[config.mk]
export PLATFORM = sky130hd
export DESIGN_NAME = refresh_engine
export DESIGN_NICKNAME = d
export VERILOG_FILES = /design/src/rtl/refresh_engine.sv
export SDC_FILE = /design/constraint.sdc
export NUM_CORES = 1
export LEC_CHECK = 0
export CORE_MARGIN = 3
export CORE_UTILIZATION = 48
export DETAILED_ROUTE_END_ITERATION = 10
export MAX_ROUTING_LAYER = met4
export PLACE_DENSITY = 0.72
export SYNTH_ARGS = -nofsm -noshare
export SYNTH_HDL_FRONTEND = slang
export SYNTH_SLANG_ARGS = --single-unit
[constraint.sdc]
create_clock -name clk -period 3.2 [get_ports clk]
set_input_delay 0.96 -clock clk [delete_from_list [all_inputs] [get_ports clk]]
set_output_delay 0.96 -clock clk [all_outputs]
set_load 0.02 [all_outputs]
[src/rtl/refresh_engine.sv]
// Periodic array refresh sequencer: walks the rows a scoreboard offers, reads each
// one and writes it back through a 4-entry FIFO that always yields to user writes.
module refresh_engine #(
  parameter int DATA_W         = 16,
  parameter int REFRESH_PERIOD = 1024
) (
  input  logic              clk,
  input  logic              rst,
  input  logic              sr_done,
  input  logic [6:0]        sr_addr_ref,
  input  logic              sr_indicator_ref,
  input  logic              user_rd_en,
  input  logic [6:0]        user_rd_addr,
  input  logic              user_wr_en,
  input  logic [6:0]        user_wr_addr,
  input  logic [DATA_W-1:0] arr_rd_data,
  output logic              sr_start,
  output logic              arr_rd_en,
  output logic [6:0]        arr_rd_addr,
  output logic              arr_wr_en,
  output logic [6:0]        arr_wr_addr,
  output logic [DATA_W-1:0] arr_wr_data,
  output logic              refresh_busy,
  output logic              fifo_overflow,
  output logic              refresh_overdue,
  output logic [15:0]       sweep_count
);

  // state | meaning
  // IDLE  | waiting for the period timer or a pending expiry
  // START | one-cycle sr_start pulse to the scoreboard
  // ARM   | scoreboard settling cycle, no reads, sr_done ignored
  // SWEEP | reading offered rows and queueing their write-backs
  // DRAIN | sweep finished, emptying the write-back FIFO
  typedef enum logic [2:0] {IDLE, START, ARM, SWEEP, DRAIN} state_t;

  localparam int TMR_W = (REFRESH_PERIOD > 2) ? $clog2(REFRESH_PERIOD) : 1;
  localparam logic [TMR_W-1:0] TMR_LAST = TMR_W'(REFRESH_PERIOD - 1);

  state_t            state, state_nxt;
  logic [TMR_W-1:0]  tmr;
  logic              tmr_expire;
  logic              expiry_pend;
  logic              eng_rd;
  logic              sched;
  logic [6:0]        sched_addr;
  logic              sweep_end;

  logic              push_pend;
  logic [6:0]        push_addr;
  logic              push_hit;
  logic              push_ok;
  logic              push_drop;
  logic              fifo_pop;

  logic [6:0]        fifo_addr [4];
  logic [DATA_W-1:0] fifo_data [4];
  logic [3:0]        fifo_vld;
  logic [1:0]        rd_ptr, wr_ptr;
  logic [2:0]        fifo_cnt;

  assign tmr_expire = (tmr == TMR_LAST);

  always_comb begin
    state_nxt    = state;
    sr_start     = 1'b0;
    refresh_busy = 1'b1;
    eng_rd       = 1'b0;
    sched        = 1'b0;
    sched_addr   = '0;
    sweep_end    = 1'b0;
    case (state)
      IDLE: begin
        refresh_busy = 1'b0;
        if (tmr_expire || expiry_pend) state_nxt = START;
      end
      START: begin
        sr_start  = 1'b1;
        state_nxt = ARM;
      end
      ARM: state_nxt = SWEEP;
      SWEEP: begin
        // a user read already fetches the row, so it is written back instead
        if (user_rd_en) begin
          sched      = 1'b1;
          sched_addr = user_rd_addr;
        end else if (!sr_done && !sr_indicator_ref) begin
          eng_rd     = 1'b1;
          sched      = 1'b1;
          sched_addr = sr_addr_ref;
        end
        if (sr_done) state_nxt = DRAIN;
      end
      DRAIN: begin
        if ((fifo_cnt == 3'd0) && !push_pend) begin
          state_nxt = IDLE;
          sweep_end = 1'b1;
        end
      end
      default: state_nxt = IDLE;
    endcase
  end

  assign arr_rd_en   = eng_rd;
  assign arr_rd_addr = eng_rd ? sr_addr_ref : '0;

  always_ff @(posedge clk) begin
    if (rst) begin
      state           <= IDLE;
      tmr             <= '0;
      expiry_pend     <= 1'b0;
      refresh_overdue <= 1'b0;
      sweep_count     <= '0;
      push_pend       <= 1'b0;
      push_addr       <= '0;
    end else begin
      state     <= state_nxt;
      push_pend <= sched;
      push_addr <= sched_addr;
      if (state_nxt == START) tmr <= '0;
      else if (tmr_expire)    tmr <= '0;
      else                    tmr <= tmr + TMR_W'(1);
      if (tmr_expire && (state != IDLE)) begin
        expiry_pend     <= 1'b1;
        refresh_overdue <= 1'b1;
      end else if ((state == IDLE) && (state_nxt == START)) begin
        expiry_pend <= 1'b0;
      end
      if (sweep_end) sweep_count <= sweep_count + 16'd1;
    end
  end

  // the entry pushed this cycle is not yet visible to the pop side
  assign fifo_pop  = !user_wr_en && (fifo_cnt != 3'd0);
  assign push_hit  = user_wr_en && (user_wr_addr == push_addr);
  assign push_ok   = push_pend && ((fifo_cnt != 3'd4) || fifo_pop);
  assign push_drop = push_pend && !push_ok;

  assign arr_wr_en   = fifo_pop && fifo_vld[rd_ptr];
  assign arr_wr_addr = arr_wr_en ? fifo_addr[rd_ptr] : '0;
  assign arr_wr_data = arr_wr_en ? fifo_data[rd_ptr] : '0;

  always_ff @(posedge clk) begin
    if (rst) begin
      fifo_vld      <= '0;
      rd_ptr        <= '0;
      wr_ptr        <= '0;
      fifo_cnt      <= '0;
      fifo_overflow <= 1'b0;
    end else begin
      if (user_wr_en) begin
        for (int i = 0; i < 4; i++) begin
          if (fifo_addr[i] == user_wr_addr) fifo_vld[i] <= 1'b0;
        end
      end
      if (push_ok) begin
        fifo_vld[wr_ptr] <= !push_hit;
        wr_ptr           <= wr_ptr + 2'd1;
      end
      if (fifo_pop) rd_ptr <= rd_ptr + 2'd1;
      fifo_cnt <= fifo_cnt + {2'b00, push_ok} - {2'b00, fifo_pop};
      if (push_drop) fifo_overflow <= 1'b1;
    end
  end

  always_ff @(posedge clk) begin
    if (push_ok) begin
      fifo_addr[wr_ptr] <= push_addr;
      fifo_data[wr_ptr] <= arr_rd_data;
    end
  end

endmodule
==> impl_metrics.csv <==
group,metric,value,unit
die,core-area,12400,um2
power_and_ir_drop,comb_power,0.702,mW
synthesis,synth_seq_share,0.614,
cts,ctsHtreeMaxLevel,4,
synthesis,async_flop_share,0,
setup_path,crit_type,"in2out",
flow_run,tool_warnings,29,
placement,place_congestion,0.843,
synthesis,most_common_cell,"edfxtp_1",
final_timing,worstMarginPinSlew,0.483,ns
power_and_ir_drop,vdd_ir_drop_max,0.264,mV
final_layout,regArea,3820,um2
die,nWellTaps,168,
drt,vias,3977,
final_layout,seq_cells,145,
synthesis,simple_gate_share,0.129,
drt,routed_wl,13.0,mm
synthesis,mux_area_frac,0.0948,
power_and_ir_drop,p_switching,1.11,mW
final_timing,finalCritPeriodShare,0.979,
synthesis,common_cells,"92 x edfxtp_1, 53 x dfxtp_1, 46 x xnor2_1",
final_timing,rsz0062_at_grt,"false",
synthesis,synthFlopType,"edfxtp_1",
final_layout,combGateArea,2260,um2
final_layout,nets,621,
final_layout,logic_gates,278,
hold_path,hold_start,"tmr[0]",
status,status,"completed",
synthesis,yosys.cell_types.count,40,
grt,grt_overflow,0,
drt,met2_length,6.08,mm
grt,track_usage,0.199,
final_timing,fmax,319,MHz
synthesis,yosysTopAreaCell,"edfxtp_1",
power_and_ir_drop,maxPowerGroup,"sequential cells",
cts,cts_tree,"done",
setup_path,reg2reg_from,"fifo_cnt[1]",
synthesis,yosysWarnings,0,
setup_path,cp.depth,4,
hold_path,hold_depth,1,
setup_path,worstPathCellList,"clkdlybuf4s50_1, nor4_2, buf_4, clkdlybuf4s15_1",
setup_path,endpoint,"arr_rd_en",
drt,top_layer,"met4",
grt,grt_pass1_wl,21.7,mm
setup_path,crit_start,"sr_done",
final_layout,layout_top_cell,"edfxtp_1",
drt,drc_errors,0,
placement,port_buffers,94,
grt,busiest_layer,"met2",
power_and_ir_drop,p_comb_frac,0.146,
placement,hpwl,8.72,mm
final_timing,fin_worst_hold_slack,0.462,ns
grt,antenna_found_initial,0,
power_and_ir_drop,total_power,4.81,mW
-- flip-flops by register name, summed over array words and instances, names as in the netlist, named ones only --
register,count
fifo_addr,28
state,3
wr_ptr,2
expiry_pend,1
push_pend,1
sweep_count,16
fifo_data,64
fifo_cnt,3
tmr,10
push_addr,7
fifo_overflow,1
refresh_overdue,1
fifo_vld,4
rd_ptr,2
-- metrics by stage --
step	setup TNS, ns	instances	worst slack (ns)	instance area [um2]	util
detailed placement	-10.58	718	-0.390	7510	0.607
floorplan	0	464	0.109	6240	-
global placement	-9.49	718	-0.324	7510	0.607
finish	0	750	0.0664	7980	0.646
global route	0	750	0.00112	7980	0.646
CTS	0	750	0.00103	8120	0.657
PDN straps and rails:
Scale bar: 20 um. Pins as bars on the die edge.
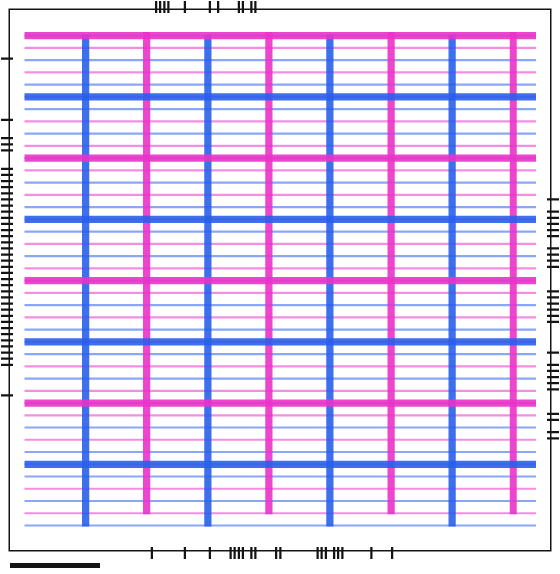
Key: magenta = VDD; blue = VSS
8 straps on met4. The core has 40 rows. 41 met1 rails follow the rows.

Placed cells, one color a class:
Scale bar: 20 um.
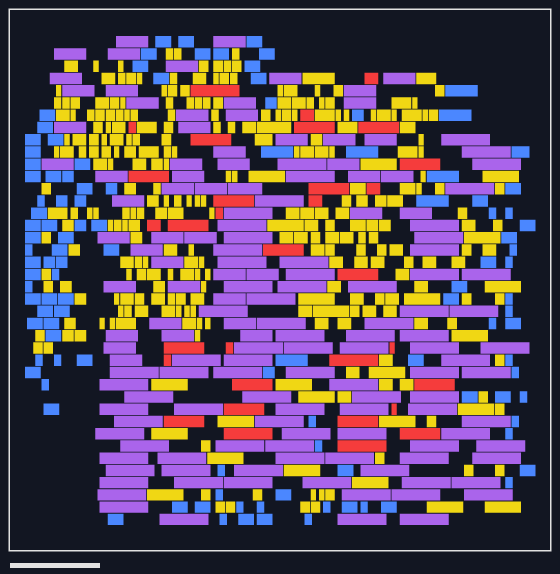
Key: purple = registers [cells 145, share of their area 49%]; red = clock drivers and dummy loads [cells 32, share of their area 7.9%]; blue = remaining buffers and delay cells [cells 111, share of their area 13%]; yellow = remaining logic cells [cells 294, share of their area 30%]

Routed clock nets over the placement:
Scale bar: 20 um.
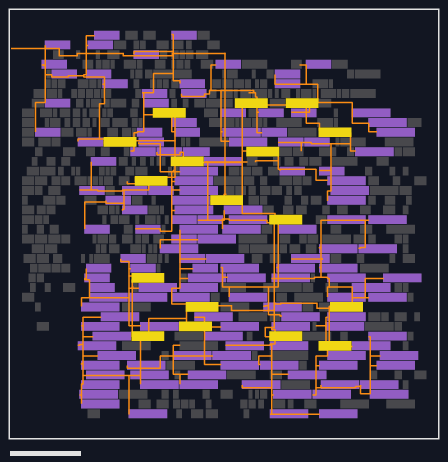
Key: yellow = clock-net drivers [count 17]; purple = flip-flops [count 145]; orange = clock wires [length 1550 um]
There are 18 routed clock nets. Position of the flops: all over the die.
worst skew pair latency: 0.41 ns
Clock group: 2.04 mW
power share of the clock group: 0.423

Wiring by layer:
Two of the layers only.
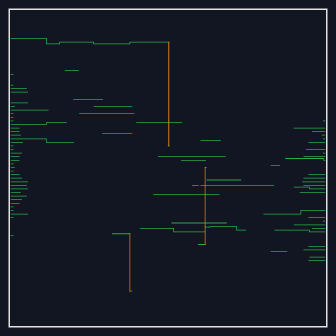
Key: green = M3 [wire length 699 um]; orange = M4 [wire length 90.4 um]

Power figures rest on the tool's default switching activity, not on a simulated workload.
